`config.mk`:
```
export PLATFORM = sky130hd
export DESIGN_NAME = rk_interrupt_controller
export DESIGN_NICKNAME = d
export VERILOG_FILES = /design/src/rtl/rk_interrupt_controller.sv
export SDC_FILE = /design/constraint.sdc
export NUM_CORES = 1
export LEC_CHECK = 0
export ABC_AREA = 1
export CORE_AREA = 2 2 114 116
export DETAILED_ROUTE_END_ITERATION = 8
export DIE_AREA = 0 0 116 118
export PLACE_DENSITY = 0.74
export SYNTH_ARGS = -nofsm -noshare
export SYNTH_HDL_FRONTEND = slang
export SYNTH_SLANG_ARGS = --single-unit
```
`constraint.sdc`:
```
create_clock -name clk -period 2.6 [get_ports clk]
set_input_delay 0.65 -clock clk [delete_from_list [all_inputs] [get_ports clk]]
set_output_delay 0.65 -clock clk [all_outputs]
set_load 0.005 [all_outputs]
```
`src/rtl/rk_interrupt_controller.sv`:
```
// rtl/rk_interrupt_controller.sv - edge-triggered fixed-priority interrupt controller with req/ack/done handshake
module rk_interrupt_controller #(
    parameter int                 NUM_IRQ    = 24,
    parameter int                 IDX_W      = 5,
    parameter logic [NUM_IRQ-1:0] MASK_RESET = 24'hFFFFFF
) (
    input  logic               clk,
    input  logic               rst,
    input  logic [NUM_IRQ-1:0] irq_in,
    input  logic               gie,
    input  logic               mask_we,
    input  logic [NUM_IRQ-1:0] mask_wdata,
    output logic               irq_req,
    output logic [IDX_W-1:0]   irq_id,
    input  logic               irq_ack,
    input  logic               irq_done,
    output logic               in_service,
    output logic [NUM_IRQ-1:0] pending,
    output logic [NUM_IRQ-1:0] mask
);

    localparam logic [1:0] ST_IDLE    = 2'd0;
    localparam logic [1:0] ST_REQ     = 2'd1;
    localparam logic [1:0] ST_SERVICE = 2'd2;

    logic [NUM_IRQ-1:0] sync1_q, sync1_d;
    logic [NUM_IRQ-1:0] sync2_q, sync2_d;
    logic [NUM_IRQ-1:0] hist_q, hist_d;
    logic [NUM_IRQ-1:0] pending_q, pending_d;
    logic [NUM_IRQ-1:0] mask_q, mask_d;
    logic [1:0]         state_q, state_d;
    logic               irq_req_q, irq_req_d;
    logic [IDX_W-1:0]   irq_id_q, irq_id_d;
    logic               in_service_q, in_service_d;

    logic [NUM_IRQ-1:0] evt;
    logic [NUM_IRQ-1:0] eligible;
    logic [NUM_IRQ-1:0] clr;
    logic [IDX_W-1:0]   win_idx;

    always_comb begin
        sync1_d  = irq_in;
        sync2_d  = sync1_q;
        hist_d   = sync2_q;
        evt      = sync2_q ^ hist_q;
        eligible = gie ? (pending_q & mask_q) : '0;

        // Descending scan so the lowest eligible index is the last assignment.
        win_idx = '0;
        for (int i = NUM_IRQ - 1; i >= 0; i--) begin
            if (eligible[i]) begin
                win_idx = IDX_W'(i);
            end
        end

        clr          = '0;
        state_d      = state_q;
        irq_req_d    = irq_req_q;
        irq_id_d     = irq_id_q;
        in_service_d = in_service_q;
        mask_d       = mask_we ? mask_wdata : mask_q;

        case (state_q)
            ST_IDLE: begin
                if (|eligible) begin
                    irq_id_d  = win_idx;
                    irq_req_d = 1'b1;
                    state_d   = ST_REQ;
                end
            end
            ST_REQ: begin
                // A request that lost its enable is withdrawn even if acked in the same cycle.
                if (!mask_q[irq_id_q] || !gie) begin
                    irq_req_d = 1'b0;
                    state_d   = ST_IDLE;
                end else if (irq_ack) begin
                    clr[irq_id_q] = 1'b1;
                    irq_req_d     = 1'b0;
                    in_service_d  = 1'b1;
                    state_d       = ST_SERVICE;
                end
            end
            ST_SERVICE: begin
                if (irq_done) begin
                    in_service_d = 1'b0;
                    state_d      = ST_IDLE;
                end
            end
            default: begin
                irq_req_d    = 1'b0;
                in_service_d = 1'b0;
                state_d      = ST_IDLE;
            end
        endcase

        // A fresh edge on the acked line outranks its clear.
        pending_d = (pending_q & ~clr) | evt;
    end

    always_ff @(posedge clk) begin
        if (!rst) begin
            sync1_q      <= irq_in;
            sync2_q      <= irq_in;
            hist_q       <= irq_in;
            pending_q    <= '0;
            mask_q       <= MASK_RESET;
            state_q      <= ST_IDLE;
            irq_req_q    <= 1'b0;
            irq_id_q     <= '0;
            in_service_q <= 1'b0;
        end else begin
            sync1_q      <= sync1_d;
            sync2_q      <= sync2_d;
            hist_q       <= hist_d;
            pending_q    <= pending_d;
            mask_q       <= mask_d;
            state_q      <= state_d;
            irq_req_q    <= irq_req_d;
            irq_id_q     <= irq_id_d;
            in_service_q <= in_service_d;
        end
    end

    assign irq_req    = irq_req_q;
    assign irq_id     = irq_id_q;
    assign in_service = in_service_q;
    assign pending    = pending_q;
    assign mask       = mask_q;

endmodule

```
Fig. 1: signal wires by layer
Scale bar: 20 µm. Two of the layers only.
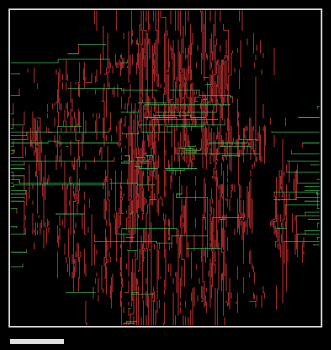
[metal 2] red | wire length: 6300 µm
[metal 3] green | wire length: 1100 µm
final wirelength: 13460 µm
routed vias: 4560
WL/cell: 14.33 µm
all-layer global routing usage: 20.49%

Fig. 2: cell classes on the final placement
Scale bar: 20 µm. Fill, decap, tap and diode cells in gray.
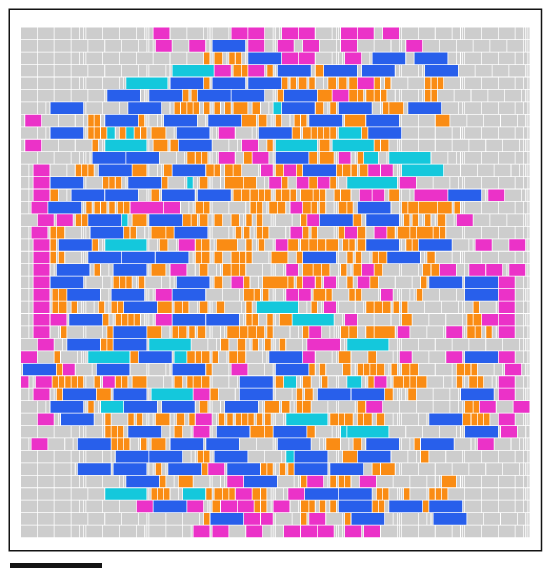
[sequential cells] blue | cells: 129 | share of their area: 39%
[remaining buffers and delay cells] magenta | cells: 146 | share of their area: 21%
[combinational and other logic] orange | cells: 460 | share of their area: 32%
[clock drivers and dummy loads] cyan | cells: 32 | share of their area: 8.4%

==> flow_summary_export.csv <==
group,metric,value,unit
final_timing,rsz0062_at_grt,"no",
power,power.density,830.2,nW/µm²
finish,antenna_cells,0,
synth,common_cells,"nand2_1, dfxtp_1, nand3_1",
worst_hold_path,hold_end,"hist_d[15]$_DFF_P_",
setup_path,r2r_slack,0.29,ns
cts,post-cts-setup-buffers,0,
finish,design_area,6900,µm²
cts,htreeDepth,4,
die,die-area,13690,µm²
global_route,grt_pass1_wl,21670,µm
power,clockPowerShare,38.7,%
global_route,met1_usage,24.06,%
setup_path,worst-setup-path-type,"reg -> out",
routing,route.detailed.drc,0,
die,pin_count,109,
cts,postCtsResizedCells,0,
synth,yosys_warnings,0,
setup_path,cp_max_fo,12,
finish,drive_gt1_share,11.34,%
synth,syn_inst,615,
setup_path,crit_end,"irq_id[1]",
synth,synth-main-ff-cell,"dfxtp_1",
synth,syn_area_per_cell,7.912,µm²
synth,edf_count,0,
synth,ys_seq_share,53.07,%
final_timing,hold_viol,0,
placement,place_inst,907,
placement,placed_area,6340,µm²
power,swShare,27.83,%
cts,clock-root-buffer,"clkbuf_16",
cts,clk_latency,0.42,ns
synth,ys_ff,129,
setup_path,critPathRequiredTime,1.95,ns
outcome,status,"completed",
setup_path,worstPathArrival,1.83,ns
synth,ys_chip_area,4866,µm²
finish,area_growth,41.81,%
final_timing,setup_viol,0,
power,pwr-share-seq,40.8,%
final_timing,post-route-period-util,95.57,%
power,cellInternalPower,0.004135,W
die,core,12410,µm²
cts,clk_pin_slew,0.06,ns
die,chipWidth,116,µm
cts,numCtsBuffers,17,
routing,vias_per_cell,4.856,
synth,syn_area,4866,µm²
final_timing,max_freq,402.5,MHz
die,fp_util,39.20,%
job,warnings,26,
cts,clockBufferDepth,2,
routing,dr.pass1.iters,5,
cts,ctsHoldBuffers,0,
worst_hold_path,min_from,"sync1_q[15]$_DFF_P_",
job,maxCapViolCount,0,
synth,yosysMostFrequentCell,"nand2_1",
routing,route.met2.wl,6300,µm
final_timing,period_minus_slack,2.485,ns
synth,yosys_cells,615,
Fig. 3: congestion heat map
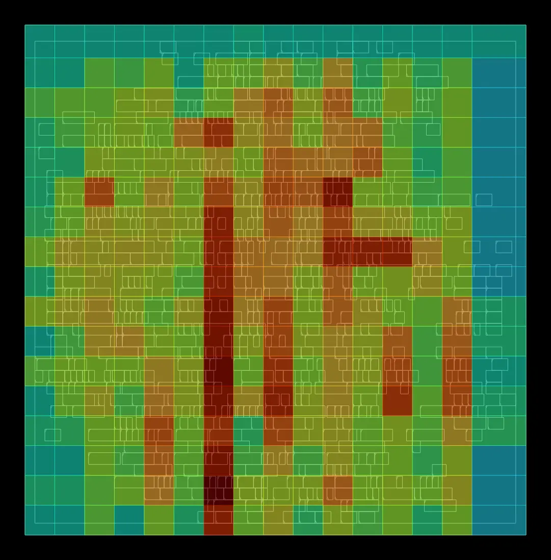
final core occ: 55.58%
grt met3 use: 6.025%

## critical path, stage by stage (launching register included)
cell and delay, ns:
dfxtp_1 0.66, buf_4 0.24, clkdlybuf4s50_1 0.51
## layout by cell type, fill, tap and decap left out, types with 4 or more instances in the layout
cell	synthesis	layout
a21oi_1	35	35
buf_4	1	35
clkbuf_16	0	17
clkdlybuf4s50_1	0	107
clkinv_2	0	4
dfxtp_1	129	129
inv_1	17	17
inv_2	5	5
nand2_1	235	235
nand3_1	83	83
nor2_1	17	17
nor3_1	9	9
o21ai_0	5	5
xnor2_1	24	24
## final cells by class
class                      count  area (µm²)  area share (%)
multi-input combinational    436        2051           29.72
sequential                   129        2582           37.43
timing repair buffer         146        1399           20.27
inverter                      24       92.59           1.342
clock inverter                 9       82.58           1.197
tap                          172       215.2           3.119
clock buffer                  23       478.0           6.927
Power and IR drop assume default switching activity.
